$ cat config.mk
export PLATFORM = sky130hd
export DESIGN_NAME = alu_issue_scheduler
export DESIGN_NICKNAME = d
export VERILOG_FILES = /design/src/rtl/mips_core_pkg.sv /design/src/rtl/oldest_ready_select.sv /design/src/rtl/alu_issue_scheduler.sv
export SDC_FILE = /design/constraint.sdc
export NUM_CORES = 1
export LEC_CHECK = 0
export ABC_CLOCK_PERIOD_IN_PS = 2390
export CORE_ASPECT_RATIO = 1.2
export CORE_MARGIN = 4
export CORE_UTILIZATION = 29
export CTS_CLUSTER_DIAMETER = 50
export DETAILED_ROUTE_END_ITERATION = 7
export PLACE_DENSITY = 0.58
export REMOVE_ABC_BUFFERS = 1
export SKIP_LAST_GASP = 1
export SYNTH_ARGS = -nofsm -noshare
export SYNTH_HDL_FRONTEND = slang
export SYNTH_SLANG_ARGS = --single-unit
$ cat constraint.sdc
create_clock -name clk -period 2.39 [get_ports clk]
set_clock_uncertainty 0.05 [all_clocks]
set_input_delay 0.478 -clock clk [delete_from_list [all_inputs] [get_ports clk]]
set_output_delay 0.478 -clock clk [all_outputs]
set_load 0.05 [all_outputs]
$ cat src/rtl/mips_core_pkg.sv
// Shared core types: ALU control codes and the ALU reservation-station entry.
package mips_core_pkg;

    localparam int DATA_W = 32;
    localparam int TAG_W  = 5;
    localparam int CTL_W  = 5;

    typedef enum logic [CTL_W-1:0] {
        ALU_ADD  = 5'd0,
        ALU_SUB  = 5'd1,
        ALU_AND  = 5'd2,
        ALU_OR   = 5'd3,
        ALU_XOR  = 5'd4,
        ALU_NOR  = 5'd5,
        ALU_SLT  = 5'd6,
        ALU_SLTU = 5'd7,
        ALU_SLL  = 5'd8,
        ALU_SRL  = 5'd9,
        ALU_SRA  = 5'd10,
        ALU_LUI  = 5'd11,
        ALU_BEQ  = 5'd12,
        ALU_BNE  = 5'd13,
        ALU_BLEZ = 5'd14,
        ALU_BGTZ = 5'd15,
        ALU_BLTZ = 5'd16,
        ALU_BGEZ = 5'd17,
        ALU_MTC0 = 5'd18
    } AluCtl;

    typedef struct packed {
        logic              valid;
        AluCtl             ctl;
        logic [TAG_W-1:0]  tag;
        logic              op1_rdy;
        logic [DATA_W-1:0] op1;
        logic              op2_rdy;
        logic [DATA_W-1:0] op2;
    } alu_rs_entry_t;

endpackage

$ cat src/rtl/oldest_ready_select.sv
// Picks the single oldest eligible entry using the age matrix.
module oldest_ready_select #(
    parameter int DEPTH = 4
) (
    input  logic [DEPTH-1:0]            eligible,
    input  logic [DEPTH-1:0][DEPTH-1:0] older,
    output logic [DEPTH-1:0]            grant,
    output logic                        any_grant
);

    // An entry wins when no other eligible entry is older than it.
    always_comb begin
        grant = '0;
        for (int i = 0; i < DEPTH; i++) begin
            grant[i] = eligible[i];
            for (int j = 0; j < DEPTH; j++) begin
                if (j != i && eligible[j] && older[j][i]) begin
                    grant[i] = 1'b0;
                end
            end
        end
        any_grant = |eligible;
    end

endmodule

$ cat src/rtl/alu_issue_scheduler.sv
// ALU reservation station: buffers dispatched ops, wakes operands off the CDB,
// issues the oldest fully-ready op into a registered issue slot.
module alu_issue_scheduler
    import mips_core_pkg::*;
#(
    parameter int DEPTH      = 4,
    parameter int DATA_WIDTH = DATA_W,
    parameter int TAG_WIDTH  = TAG_W,
    parameter int CTL_WIDTH  = CTL_W
) (
    input  logic                       clk,
    input  logic                       rst_n,
    input  logic                       flush,
    input  logic                       disp_valid,
    output logic                       disp_ready,
    input  logic [CTL_WIDTH-1:0]       disp_ctl,
    input  logic [TAG_WIDTH-1:0]       disp_tag,
    input  logic                       disp_op1_rdy,
    input  logic [DATA_WIDTH-1:0]      disp_op1,
    input  logic                       disp_op2_rdy,
    input  logic [DATA_WIDTH-1:0]      disp_op2,
    input  logic                       cdb_valid,
    input  logic [TAG_WIDTH-1:0]       cdb_tag,
    input  logic [DATA_WIDTH-1:0]      cdb_data,
    output logic                       iss_valid,
    input  logic                       iss_stall,
    output logic [CTL_WIDTH-1:0]       iss_ctl,
    output logic [TAG_WIDTH-1:0]       iss_tag,
    output logic [DATA_WIDTH-1:0]      iss_op1,
    output logic [DATA_WIDTH-1:0]      iss_op2,
    output logic [$clog2(DEPTH):0]     occupancy
);

    localparam int IW = $clog2(DEPTH);
    localparam int CW = IW + 1;

    alu_rs_entry_t              ent_q [DEPTH];
    logic [DEPTH-1:0][DEPTH-1:0] age_q;
    logic [DEPTH-1:0][DEPTH-1:0] age_d;
    logic [DEPTH-1:0]           valid_vec;
    logic [DEPTH-1:0]           elig;
    logic [DEPTH-1:0]           grant;
    logic                       any_grant;
    logic                       can_issue;
    logic                       issue_fire;
    logic                       disp_fire;
    logic [IW-1:0]              alloc_idx;
    alu_rs_entry_t              new_ent;
    alu_rs_entry_t              sel_ent;
    logic                       hit1;
    logic                       hit2;
    logic [CW-1:0]              occ;

    always_comb begin
        valid_vec = '0;
        elig      = '0;
        occ       = '0;
        for (int i = 0; i < DEPTH; i++) begin
            valid_vec[i] = ent_q[i].valid;
            elig[i]      = ent_q[i].valid & ent_q[i].op1_rdy & ent_q[i].op2_rdy;
            occ          = occ + CW'(ent_q[i].valid);
        end
    end

    always_comb begin
        alloc_idx = '0;
        for (int i = DEPTH - 1; i >= 0; i--) begin
            if (!valid_vec[i]) begin
                alloc_idx = IW'(i);
            end
        end
    end

    // Registered valid bits only: a slot freed by issue this edge is not reusable yet.
    assign disp_ready = !(&valid_vec) && !flush;
    assign disp_fire  = disp_valid && disp_ready;
    assign can_issue  = !(iss_valid && iss_stall);
    assign issue_fire = can_issue && any_grant;
    assign occupancy  = occ;

    oldest_ready_select #(
        .DEPTH (DEPTH)
    ) u_sel (
        .eligible  (elig),
        .older     (age_q),
        .grant     (grant),
        .any_grant (any_grant)
    );

    // Same-cycle CDB bypass so a dispatch never misses its wakeup.
    always_comb begin
        hit1            = cdb_valid && (cdb_tag == disp_op1[TAG_WIDTH-1:0]);
        hit2            = cdb_valid && (cdb_tag == disp_op2[TAG_WIDTH-1:0]);
        new_ent         = '0;
        new_ent.valid   = 1'b1;
        new_ent.ctl     = AluCtl'(disp_ctl);
        new_ent.tag     = disp_tag;
        new_ent.op1_rdy = disp_op1_rdy || hit1;
        new_ent.op1     = (!disp_op1_rdy && hit1) ? cdb_data : disp_op1;
        new_ent.op2_rdy = disp_op2_rdy || hit2;
        new_ent.op2     = (!disp_op2_rdy && hit2) ? cdb_data : disp_op2;
    end

    always_comb begin
        sel_ent = '0;
        for (int i = 0; i < DEPTH; i++) begin
            if (grant[i]) begin
                sel_ent = ent_q[i];
            end
        end
    end

    // Survivors become older than the newcomer; the issued entry drops out.
    always_comb begin
        age_d = age_q;
        for (int i = 0; i < DEPTH; i++) begin
            if (issue_fire && grant[i]) begin
                for (int j = 0; j < DEPTH; j++) begin
                    age_d[i][j] = 1'b0;
                    age_d[j][i] = 1'b0;
                end
            end
        end
        if (disp_fire) begin
            for (int j = 0; j < DEPTH; j++) begin
                age_d[alloc_idx][j] = 1'b0;
                age_d[j][alloc_idx] = valid_vec[j] && !(issue_fire && grant[j]);
            end
        end
    end

    always_ff @(posedge clk or negedge rst_n) begin
        if (!rst_n) begin
            for (int i = 0; i < DEPTH; i++) begin
                ent_q[i] <= '0;
            end
            age_q <= '0;
        end else if (flush) begin
            for (int i = 0; i < DEPTH; i++) begin
                ent_q[i].valid <= 1'b0;
            end
            age_q <= '0;
        end else begin
            age_q <= age_d;
            for (int i = 0; i < DEPTH; i++) begin
                if (disp_fire && alloc_idx == IW'(i)) begin
                    ent_q[i] <= new_ent;
                end else if (issue_fire && grant[i]) begin
                    ent_q[i].valid <= 1'b0;
                end else if (ent_q[i].valid && cdb_valid) begin
                    if (!ent_q[i].op1_rdy &&
                        ent_q[i].op1[TAG_WIDTH-1:0] == cdb_tag) begin
                        ent_q[i].op1     <= cdb_data;
                        ent_q[i].op1_rdy <= 1'b1;
                    end
                    if (!ent_q[i].op2_rdy &&
                        ent_q[i].op2[TAG_WIDTH-1:0] == cdb_tag) begin
                        ent_q[i].op2     <= cdb_data;
                        ent_q[i].op2_rdy <= 1'b1;
                    end
                end
            end
        end
    end

    always_ff @(posedge clk or negedge rst_n) begin
        if (!rst_n) begin
            iss_valid <= 1'b0;
            iss_ctl   <= '0;
            iss_tag   <= '0;
            iss_op1   <= '0;
            iss_op2   <= '0;
        end else if (flush) begin
            iss_valid <= 1'b0;
        end else if (can_issue) begin
            iss_valid <= any_grant;
            if (any_grant) begin
                iss_ctl <= sel_ent.ctl;
                iss_tag <= sel_ent.tag;
                iss_op1 <= sel_ent.op1;
                iss_op2 <= sel_ent.op2;
            end
        end
    end

endmodule

==> run notes, run 1 <==
impl run done, here's what came out: outcome=finished, violations left, violated checks=negative setup slack, Layout clock area frac=6.55%, critical path, cell by cell=inv_2 -> fa_1 -> inv_2 -> ha_4 -> ha_4 -> buf_12, Critical path buffers and inverters=3, Nets=approximately 2400, actual slew at the worst max-slew pin=0.551 ns, CP endpoint=occupancy[1], first-pass GRT wire length=between 100000 and 150000 µm, Layout area overhead=31.6%, class of the tightest hold or removal check=primary input to asynchronous set/reset pin, Final WS setup=-0.275 ns, asr flop ratio synth=100%, Flop area=approximately 9900 µm², Top FF cell, synth=dfrtp_1, non-filler cells, final=around 3300, most frequent logic cells in the routed design=394 x dfrtp_1, 352 x a21oi_1, 346 x nor2_1, min Tclk post-route=2.66 ns, max incr delay on CP=0.54 ns, Setup Viol. Count Final=36, xor+xnor area frac=~2.2%, Core Util at FP=a little under 30%, largest net degree at the start of global routing=roughly 54
-- run 1: timing repair --
| action | CTS | global route |
|---|---|---|
| gates resized | 39 | 23 |
| endpoints found under the setup margin | 70 | 111 |
| cloned | 0 | 6 |
| pin swaps | 2 | 3 |
| buffers inserted | 4 | 7 |
| hold buffers | 1 | 0 |
| hold endpoints to repair | 35 | 0 |
-- run 1: report_power, final --
part / switching [µW] / internal [µW] / leakage, µW / total [µW]
Combinational: 3920 / 2480 / 0.00607 / 6400
Clock: 3180 / 4620 / 0.000842 / 7800
Sequential: 1210 / 8420 / 0.00498 / 9630
Total: 8310 / 15500 / 0.0119 / 23800
-- run 1: sequential cells by signal, indices dropped and copies added (netlist names) --
name,flops
iss_tag,5
iss_ctl,5
iss_valid,1
ent_q,308
age_q,12
iss_op2,32
iss_op1,32
Figure 1. Signal wires by layer (run 1).
(1.5 px per µm) Only two layers are drawn.
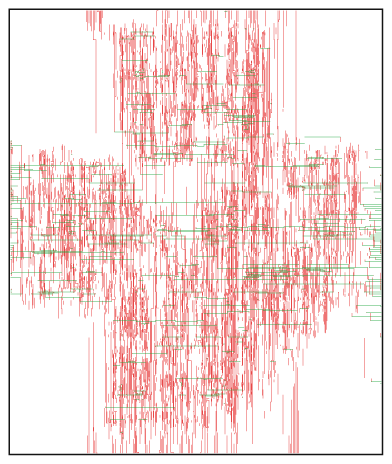
metal 2 -> red  # wire length 36.5 mm
metal 3 -> green  # wire length 4860 µm

Figure 2. Pin placement (run 1).
(1.5 px per µm) Pins as bars across the die edge, other pins in grey.
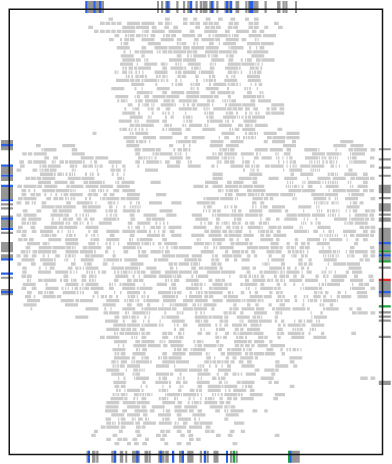
disp_op2 -> blue  # pins 32, direction input, edge 10 top, 10 left, 9 bottom, 3 right
disp_op2_rdy -> red  # pins 1, direction input, edge right
cdb_tag -> green  # pins 5, direction input, edge 3 right, 2 bottom
Die Width: 248 µm
die span in y: 296 µm
Port-buffer cells: 197

Figure 3. Nets reached from selected ports (run 1).
(1 px per µm)
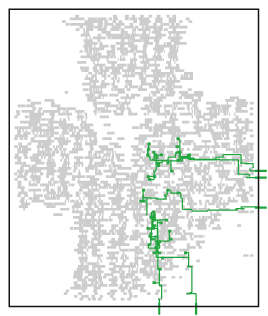
cdb_tag -> green  # direction input, end cells 50, buffers 19, wire 1020 µm
IO Pins: 198

Figure 4. Cells by drive strength (run 1).
(1.5 px per µm)
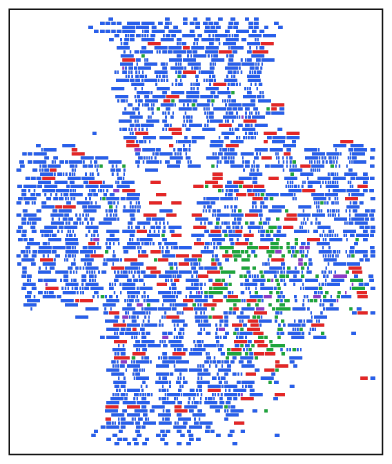

==> run 2: changes to the inputs <==
--- a/config.mk
+++ b/config.mk
@@ -6,5 +6,5 @@
 export NUM_CORES = 1
 export LEC_CHECK = 0
-export ABC_CLOCK_PERIOD_IN_PS = 2390
+export ABC_CLOCK_PERIOD_IN_PS = 3400
 export CORE_ASPECT_RATIO = 1.2
 export CORE_MARGIN = 4
@@ -12,4 +12,5 @@
 export CTS_CLUSTER_DIAMETER = 50
 export DETAILED_ROUTE_END_ITERATION = 7
+export GPL_TIMING_DRIVEN = 0
 export PLACE_DENSITY = 0.58
 export REMOVE_ABC_BUFFERS = 1
==> constraint.sdc (replaced) <==
create_clock -name clk -period 3.4 [get_ports clk]
set_clock_uncertainty 0.05 [all_clocks]
set_input_delay 0.68 -clock clk [delete_from_list [all_inputs] [get_ports clk]]
set_output_delay 0.68 -clock clk [all_outputs]
set_load 0.005 [all_outputs]
Figure 5. Cells by drive strength (run 2).
(1.5 px per µm)
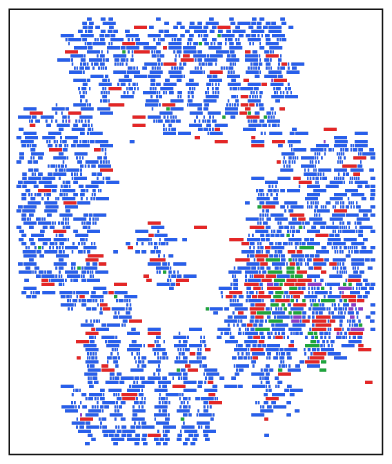
_6 and larger -> red  # cells 163
_2 cells -> purple  # cells 16
_3 and _4 cells -> green  # cells 56
_0 and _1 cells -> blue  # cells 2037

==> run 2 against run 1 <==
Against the previous run: the flow finishes with violations (negative hold slack); combinational power is 47% lower; die size unchanged; clock power fell by 22%; sequential power shrank about 30%; setup slack better by 0.33 ns; core utilization fell by 0.82 points; total power decreased by 32%; critical path depth grew 2; register-to-register slack better by 0.25 ns; critical path type is now primary input to flip-flop; largest power group unchanged; highest routed layer unchanged.
==> run notes, run 2 <==
impl run done, here's what came out: hold_ws=-0.0244 ns, clock group power=6050 µW (-22%), critical path, cell by cell=clkdlybuf4s50_1 -> and2b_1 -> nand3_1 -> o41ai_4 -> buf_8 -> buf_6 -> nor2_1 -> a21oi_1, Core Util at FP=29.2% (unchanged), Critical path buffers and inverters=3 (unchanged), CTS Hold Bufs=0 (-1), most frequent logic cells in the routed design=392 x dfrtp_1, 352 x a21oi_1, 345 x nor2_1, largest net degree at the start of global routing=119 (+120%), Post-CTS Repair Setup Buffers=10 (+6), Total Power=16100 µW, internal power=11300 µW (-27%), min Tclk post-route=between 3 and 4 ns, Port-buffer cells=197 (unchanged), sequential share of power=41.7% (+1.3 points), Setup Viol. Count Final=0 (-100%), switch share=29.8% (-5.1 points), Top Consumer=sequential cells, class of the tightest hold or removal check=primary input to asynchronous set/reset pin, post-cts gate resize count=3 (-92%), actual slew at the worst max-slew pin=1.14 ns (+0.591 ns), post-synthesis chip area from yosys=roughly 20000 µm², outcome=finished, violations left, max incr delay on CP=0.84 ns (+0.30 ns), Die Width=248 µm (unchanged), Final WS setup=0.0529 ns (+0.328 ns), Fin. Hold Viols=4, die span in y=296 µm (unchanged), Top FF cell, synth=dfrtp_1, first-pass GRT wire length=109000 µm (-0.61%), asr flop ratio synth=100% (unchanged), Layout area overhead=28.8%, clock share of power=37.5% (+4.8 points), Sequential Power=6730 µW (-30%), violated checks=negative hold slack, combinational power=3370 µW (-47%), total die size=~73000 µm²
[run 2: cell counts after synthesis]
No cell type changed its count.
[run 2: kinds of logic (layout without fill, tap and decap cells)]
group	after synthesis	in the layout	share of synthesized area [%]
simple gates	623	623	13.2
compound gates	530	530	16.9
flops	395	395	49.4
mux	256	256	12.8
buf+inv	206	413	5.24
xor+xnor	50	50	2.19
fa+ha+maj	5	5	0.350
other cells	0	5	0
[run 2: through the flow]
step | TNS, ns | std cells | util, %
2_1_floorplan | -682.30 | 1867 | -
3_3_place_gp | -9255.96 | 2973 | 32.3
3_5_place_dp | -123.44 | 3067 | 34.7
4_1_cts | 0 | 3178 | 37.6
5_1_grt | 0 | 3183 | 37.7
6_report | 0 | 3186 | 37.7
Figure 6. Signal wires by layer (run 2).
(1.5 px per µm) Only two layers are drawn.
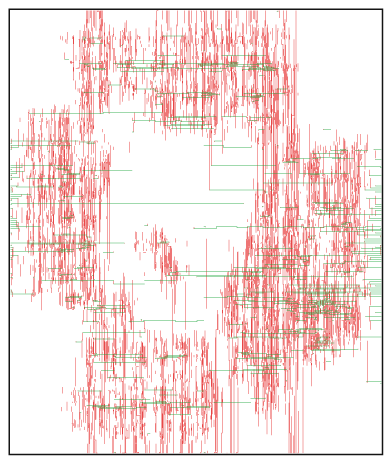

==> run 3: changes to the inputs <==
Settings changed: CTS_CLUSTER_SIZE set to 8.
Figure 7. Signal wires by layer (run 3).
(1.5 px per µm) Only two layers are drawn.
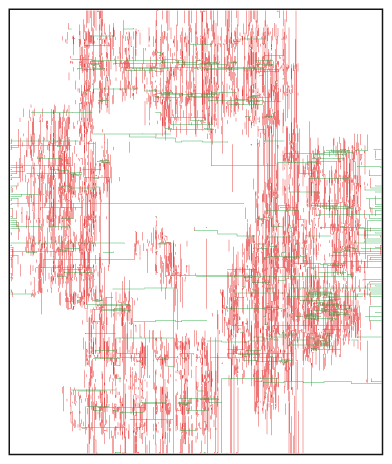
metal 3 -> green  # wire length 5390 µm
metal 2 -> red  # wire length 33.9 mm

==> run 3 against run 2 <==
Against the previous run: total power shrank 2.5%; die size did not move; via count fell by 0.42%; cell area decreased by 0.65%; wire length grew 0.28%; fmax up 1.7%; critical path depth down 2; largest power group unchanged; the flow now finishes without violations; clock power decreased by 6.9%; clock-buffer cell count shrank 7; setup slack improved by 0.055 ns; highest routed layer unchanged; sequential power barely moved.
==> run notes, run 3 <==
impl run done, here's what came out: Fin. Hold Viols=0 (-4), total negative setup slack=0 ns (unchanged), Core Util at FP=29.2% (unchanged), internal power=11100 µW (-2.4%), min Tclk post-route=3.29 ns (-0.0554 ns), outcome=finished, final reports clean, non-filler cells, final=3167 (-0.60%), placed cell count=3067 (unchanged), critical path, cell by cell=inv_2 -> fa_1 -> inv_1 -> ha_1 -> ha_1 -> clkdlybuf4s50_1, clock group power=5630 µW (-6.9%), Top FF cell, synth=dfrtp_1, largest net degree at the start of global routing=119 (unchanged), post-cts gate resize count=3 (unchanged), Port-buffer cells=197 (unchanged), combinational power=3370 µW (about the same), die span in y=296 µm (unchanged), hold_ws=0.421 ns (+0.446 ns), sequential share of power=42.8% (+1.1 points), Layout area overhead=28.0%, actual slew at the worst max-slew pin=1.11 ns (-0.0368 ns)
run 3: cell counts after synthesis:
Identical to the previous run, type by type.
run 3: logic make-up after synthesis:
kind of cell | after synthesis | share of synthesized area [%]
mux | 256 | 12.8
compound gates | 530 | 16.9
fa+ha+maj | 5 | 0.350
xor+xnor | 50 | 2.19
flops | 395 | 49.4
simple gates | 623 | 13.2
buf+inv | 206 | 5.24
run 3: path summary, 6_finish.rpt:
check                           start           end  slack (ns)
setup / recovery            ent_q[76]  occupancy[1]        0.11
hold / removal             ent_q[225]    ent_q[225]        0.42
setup reg to reg           ent_q[230]   iss_op2[20]        0.19
hold reg to reg            ent_q[225]    ent_q[225]        0.42
max in group asynchronous       rst_n    ent_q[216]        1.64
min in group asynchronous       rst_n    ent_q[307]        0.59
Power is estimated from default activity; no workload was simulated.
